Signal wires by layer:
Drawn at 1.5 px/um. Two of the layers only.
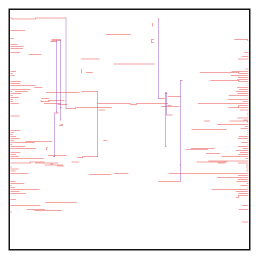
M4 wires:
Drawn at 2 px/um.
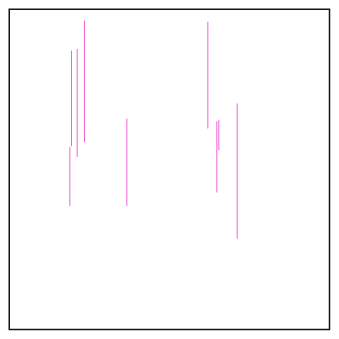
## config.mk

```make
export PLATFORM = sky130hd
export DESIGN_NAME = fetch_unit_flat
export DESIGN_NICKNAME = d
export VERILOG_FILES = /design/src/rtl/fetch_unit_pkg.sv /design/src/rtl/fetch_unit_if.sv /design/src/rtl/fetch_unit_fifo.sv /design/src/rtl/fetch_unit.sv /design/src/flat_wrapper.sv
export SDC_FILE = /design/constraint.sdc
export NUM_CORES = 1
export LEC_CHECK = 0
export ABC_AREA = 1
export CORE_UTILIZATION = 40
export CTS_CLUSTER_DIAMETER = 100
export DETAILED_ROUTE_END_ITERATION = 8
export DONT_BUFFER_PORTS = 1
export PLACE_DENSITY = 0.51
export SLEW_MARGIN = 20
export SYNTH_ARGS = -nofsm -noshare
export SYNTH_HDL_FRONTEND = slang
export SYNTH_HIERARCHICAL = 1
export SYNTH_SLANG_ARGS = --single-unit
```

## constraint.sdc

```tcl
create_clock -name clk -period 3.8 [get_ports clk]
set_input_delay 0.76 -clock clk [delete_from_list [all_inputs] [get_ports clk]]
set_output_delay 0.76 -clock clk [all_outputs]
set_load 0.02 [all_outputs]
```

## src/rtl/fetch_unit_pkg.sv

```systemverilog
// Shared fetch-stage types: FSM states, buffered {instr, pc} entry, PC constants.
// Pure declarations, no timing or flow control of its own.
package fetch_pkg;

  localparam int DATA_W         = 32;
  localparam int INSTR_BYTES    = 4;
  localparam int PC_READ_OFFSET = 8;

  typedef enum logic [1:0] {
    S_BOOT,
    S_RUN,
    S_REDIRECT
  } fetch_state_t;

  typedef struct packed {
    logic [DATA_W-1:0] instr;
    logic [DATA_W-1:0] pc;
  } fetch_entry_t;

  function automatic logic [DATA_W-1:0] align_word(input logic [DATA_W-1:0] addr);
    return {addr[DATA_W-1:2], 2'b00};
  endfunction

endpackage

```

## src/rtl/fetch_unit_if.sv

```systemverilog
// Fetch-stage bus: instruction-memory address/data, branch redirect, decoder handshake.
// master = fetch unit side, slave = memory/execute/decoder side.
interface fetch_unit_if #(
  parameter int XLEN = 32
);
  logic [XLEN-1:0] imem_pc;
  logic [XLEN-1:0] imem_instr;
  logic            branch_valid;
  logic [XLEN-1:0] branch_target;
  logic            dec_valid;
  logic            dec_ready;
  logic [XLEN-1:0] dec_instr;
  logic [XLEN-1:0] dec_pc;
  logic [XLEN-1:0] dec_pc_plus8;

  modport master (
    output imem_pc, dec_valid, dec_instr, dec_pc, dec_pc_plus8,
    input  imem_instr, branch_valid, branch_target, dec_ready
  );

  modport slave (
    input  imem_pc, dec_valid, dec_instr, dec_pc, dec_pc_plus8,
    output imem_instr, branch_valid, branch_target, dec_ready
  );
endinterface

```

## src/rtl/fetch_unit_fifo.sv

```systemverilog
// Skid FIFO of fetched {instr, pc}: registered head, no push-to-pop bypass, 1-cycle latency.
// Flush empties it in one cycle; the producer must never push when full.
module fetch_fifo
  import fetch_pkg::*;
#(
  parameter int DEPTH = 2
) (
  input  logic                   clk,
  input  logic                   rst_n,
  input  logic                   push,
  input  fetch_entry_t           push_dat,
  input  logic                   pop,
  input  logic                   flush,
  output fetch_entry_t           head_dat,
  output logic [$clog2(DEPTH):0] count,
  output logic                   full,
  output logic                   empty
);

  localparam int AW = $clog2(DEPTH);

  fetch_entry_t    mem_q [DEPTH];
  fetch_entry_t    mem_d [DEPTH];
  logic [AW-1:0]   wr_ptr_q, wr_ptr_d;
  logic [AW-1:0]   rd_ptr_q, rd_ptr_d;
  logic [AW:0]     count_q, count_d;
  logic            do_pop;

  assign empty    = (count_q == '0);
  assign full     = (count_q == (AW+1)'(DEPTH));
  assign count    = count_q;
  assign head_dat = mem_q[rd_ptr_q];
  assign do_pop   = pop & ~empty;

  always_comb begin
    mem_d    = mem_q;
    wr_ptr_d = wr_ptr_q;
    rd_ptr_d = rd_ptr_q;
    count_d  = count_q;
    if (flush) begin
      wr_ptr_d = '0;
      rd_ptr_d = '0;
      count_d  = '0;
    end else begin
      if (push) begin
        mem_d[wr_ptr_q] = push_dat;
        wr_ptr_d        = wr_ptr_q + AW'(1);
      end
      if (do_pop) begin
        rd_ptr_d = rd_ptr_q + AW'(1);
      end
      count_d = count_q + (AW+1)'(push) - (AW+1)'(do_pop);
    end
  end

  // Storage is cleared on reset so the head reads as zero until the first push.
  always_ff @(posedge clk) begin
    if (!rst_n) begin
      mem_q    <= '{default: '0};
      wr_ptr_q <= '0;
      rd_ptr_q <= '0;
      count_q  <= '0;
    end else begin
      mem_q    <= mem_d;
      wr_ptr_q <= wr_ptr_d;
      rd_ptr_q <= rd_ptr_d;
      count_q  <= count_d;
    end
  end

endmodule

```

## src/rtl/fetch_unit.sv

```systemverilog
// Fetch stage: word-aligned PC, 1-cycle imem latency tracking, skid FIFO; issue->dec_valid = 2 cycles.
// Fetch is credit-limited so FIFO + in-flight never exceeds FIFO_DEPTH; outputs hold while dec_ready=0.
module fetch_unit
  import fetch_pkg::*;
#(
  parameter int              XLEN       = DATA_W,
  parameter logic [XLEN-1:0] RESET_PC   = '0,
  parameter int              FIFO_DEPTH = 2
) (
  input  logic         clk,
  input  logic         reset,
  fetch_unit_if.master bus
);

  localparam int CW = $clog2(FIFO_DEPTH) + 2;

  fetch_state_t               state_q, state_d;
  logic [XLEN-1:0]            pc_q, pc_d;
  logic [XLEN-1:0]            resp_pc_q, resp_pc_d;
  logic                       resp_valid_q, resp_valid_d;

  logic                       pop;
  logic                       push;
  logic                       issue;
  logic [CW-1:0]              occupancy;
  fetch_entry_t               push_dat;
  fetch_entry_t               head_dat;
  logic [$clog2(FIFO_DEPTH):0] fifo_count;
  logic                       fifo_full;
  logic                       fifo_empty;

  assign pop  = ~fifo_empty & bus.dec_ready;
  // A response arriving while a branch is taken belongs to the old stream.
  assign push = resp_valid_q & ~bus.branch_valid;

  assign push_dat.instr = bus.imem_instr;
  assign push_dat.pc    = resp_pc_q;

  // Slots already spoken for after this cycle: buffered + in flight - leaving.
  assign occupancy = CW'(fifo_count) + CW'(resp_valid_q) - CW'(pop);
  assign issue     = (state_q != S_BOOT) && !bus.branch_valid &&
                     (occupancy < CW'(FIFO_DEPTH));

  always_comb begin
    state_d      = state_q;
    pc_d         = pc_q;
    resp_pc_d    = resp_pc_q;
    resp_valid_d = 1'b0;
    unique case (state_q)
      S_BOOT:     state_d = S_RUN;
      S_RUN:      state_d = bus.branch_valid ? S_REDIRECT : S_RUN;
      S_REDIRECT: state_d = S_RUN;
      default:    state_d = S_BOOT;
    endcase
    if (bus.branch_valid) begin
      pc_d = align_word(bus.branch_target);
    end else if (issue) begin
      pc_d         = pc_q + XLEN'(INSTR_BYTES);
      resp_pc_d    = pc_q;
      resp_valid_d = 1'b1;
    end
  end

  always_ff @(posedge clk) begin
    if (!reset) begin
      state_q      <= S_BOOT;
      pc_q         <= RESET_PC;
      resp_pc_q    <= '0;
      resp_valid_q <= 1'b0;
    end else begin
      state_q      <= state_d;
      pc_q         <= pc_d;
      resp_pc_q    <= resp_pc_d;
      resp_valid_q <= resp_valid_d;
    end
  end

  fetch_fifo #(
    .DEPTH (FIFO_DEPTH)
  ) u_fifo (
    .clk      (clk),
    .rst_n    (reset),
    .push     (push),
    .push_dat (push_dat),
    .pop      (pop),
    .flush    (bus.branch_valid),
    .head_dat (head_dat),
    .count    (fifo_count),
    .full     (fifo_full),
    .empty    (fifo_empty)
  );

  assign bus.imem_pc      = pc_q;
  assign bus.dec_valid    = ~fifo_empty;
  assign bus.dec_instr    = head_dat.instr;
  assign bus.dec_pc       = head_dat.pc;
  assign bus.dec_pc_plus8 = head_dat.pc + XLEN'(PC_READ_OFFSET);

  a_no_overflow : assert property (@(posedge clk) disable iff (!reset) push |-> !fifo_full);

endmodule

```

## src/flat_wrapper.sv

```systemverilog
// flat-port wrapper written by rule: the top's interface ports become plain ports
module fetch_unit_flat import fetch_pkg::*;
#(
  parameter int              XLEN       = DATA_W,
  parameter logic [XLEN-1:0] RESET_PC   = '0,
  parameter int              FIFO_DEPTH = 2
)
  (clk, reset, bus_imem_pc, bus_dec_valid, bus_dec_instr, bus_dec_pc, bus_dec_pc_plus8, bus_imem_instr, bus_branch_valid, bus_branch_target, bus_dec_ready);
  fetch_unit_if #(.XLEN(XLEN)) bus_i ();
  input  logic clk;
  input  logic reset;
  output wire logic [$bits(bus_i.imem_pc)-1:0] bus_imem_pc;
  output wire logic [$bits(bus_i.dec_valid)-1:0] bus_dec_valid;
  output wire logic [$bits(bus_i.dec_instr)-1:0] bus_dec_instr;
  output wire logic [$bits(bus_i.dec_pc)-1:0] bus_dec_pc;
  output wire logic [$bits(bus_i.dec_pc_plus8)-1:0] bus_dec_pc_plus8;
  input wire logic [$bits(bus_i.imem_instr)-1:0] bus_imem_instr;
  input wire logic [$bits(bus_i.branch_valid)-1:0] bus_branch_valid;
  input wire logic [$bits(bus_i.branch_target)-1:0] bus_branch_target;
  input wire logic [$bits(bus_i.dec_ready)-1:0] bus_dec_ready;
  assign bus_imem_pc = bus_i.imem_pc;
  assign bus_dec_valid = bus_i.dec_valid;
  assign bus_dec_instr = bus_i.dec_instr;
  assign bus_dec_pc = bus_i.dec_pc;
  assign bus_dec_pc_plus8 = bus_i.dec_pc_plus8;
  assign bus_i.imem_instr = bus_imem_instr;
  assign bus_i.branch_valid = bus_branch_valid;
  assign bus_i.branch_target = bus_branch_target;
  assign bus_i.dec_ready = bus_dec_ready;
  fetch_unit #(.XLEN(XLEN), .RESET_PC(RESET_PC), .FIFO_DEPTH(FIFO_DEPTH)) u_core (.clk(clk), .reset(reset), .bus(bus_i));
endmodule
```

==> impl_metrics.env <==
# flow metrics
export IMPL_postSynthCellCount=1535
export IMPL_io_pin_count=197
export IMPL_post_cts_resized=1
export IMPL_grt_use_met3=0.0409
export IMPL_cts_sinks=195
export IMPL_p_sw_frac=0.269
export IMPL_die_h_um=159
export IMPL_status="finished, final reports clean"
export IMPL_diodes=0
export IMPL_crit_chain="buf_4 > o21ai_0 > inv_1 > nor3_1 > nand2_1 > nor3_1 > nand3b_1 > nand2_1"
export IMPL_ctsHoldBuffers=0
export IMPL_layout_drive_gt1_share=0.0866
export IMPL_postRouteAntennaNets=0
export IMPL_comb_area_sq_um=4900
export IMPL_nFillCells=2631
export IMPL_warnings=32
export IMPL_path_clk_slew_ns=0.07
export IMPL_fin_setup_tns_ns=0
export IMPL_buffer_area_frac=0.0488
export IMPL_tap_cells=324
export IMPL_design_area_sq_um=10900
export IMPL_post_place_cells=1849
export IMPL_grt_pass1_wl_um=43100
export IMPL_seq_power_uw=2200
export IMPL_p_int_uw=3080
export IMPL_maxPowerGroup="registers"
export IMPL_powerDensity_nw_per_um2=385
export IMPL_nClkBuffers=20
export IMPL_ff2ff_setup_slack_ns=0.60
export IMPL_tightest_slew_ns=0.931
export IMPL_core_area_sq_um=24300
export IMPL_yosys_warnings=6
export IMPL_clk_share=0.0499
export IMPL_setup_worst_path_end_class="output port"
export IMPL_max_freq_ghz=0.278
export IMPL_worstSetupStartpoint="u_core/u_fifo/rd_ptr_q"
export IMPL_rows=57
export IMPL_cp_slowest_stage_delay_ns=0.61
export IMPL_largest_register_ffs=128
export IMPL_grt_pass1_vias=8146
export IMPL_nMultiInputCombCells=1098
export IMPL_final_cells=1882
export IMPL_clockRootBuffer="clkbuf_16"
export IMPL_h_tree_depth=4
export IMPL_netlist_area_sq_um=9910
export IMPL_area_growth_pct=10.3
export IMPL_total_leakage_power_uw=0.00509
export IMPL_via_per_inst=4.83
export IMPL_cp_max_fo=29
export IMPL_hold_start="bus_branch_target[2]"
export IMPL_layout_top_cells="370 x nand2_1, 360 x nor2_1, 194 x dfxtp_1"
export IMPL_path_buffers=2
export IMPL_timing_rr_start="u_core/u_fifo/count[1]"
export IMPL_drc=0
export IMPL_antenna_found_initial=0
export IMPL_r2r_end="u_core/bus.imem_pc[26]"
export IMPL_fp_util=0.408
export IMPL_worst_path_stages=8
export IMPL_dieWidth_um=159
export IMPL_min_to="u_core/bus.imem_pc[2]"
export IMPL_lay_top_count="nand2_1"
export IMPL_globalplace_congestion=0.897
export IMPL_hold_path_depth=2
export IMPL_wl_met2_um=12100
export IMPL_met3_length_um=1500
export IMPL_cts_tree="built"
export IMPL_post_cts_setup_buffer_count=0
export IMPL_start_kind="register"
export IMPL_place_detailed_hpwl_um=18200
export IMPL_met1_length_um=13000
export IMPL_sh_comb_area=0.449
export IMPL_power_uw=4210
export IMPL_reg2reg_depth=15
export IMPL_largest_cell_class="logic gates"
export IMPL_pwr_group_clock_uw=1710
export IMPL_top_usage_layer="met2"
export IMPL_drtIter0Drc=617
export IMPL_maxSlewViolCount=0
export IMPL_cp_endpoint="bus_dec_pc_plus8[29]"
export IMPL_die_area_sq_um=25400
export IMPL_clk_path_buf_depth=2
Back to the opening pictures, 'signal wires by layer':
legend:
  purple:
    layer: M4
    wire_length: 405 um
  red:
    layer: M3
    wire_length: 1500 um
Total Routing Usage GR: 0.211
wire per inst: 14.4 um
detailed-route wire length: 27000 um
vias post-DR: 9084

Back to the opening pictures, 'M4 wires':
share of all routed wire: 1.5%
nets with wire on the layer: 8
wire length on this layer: 405 um

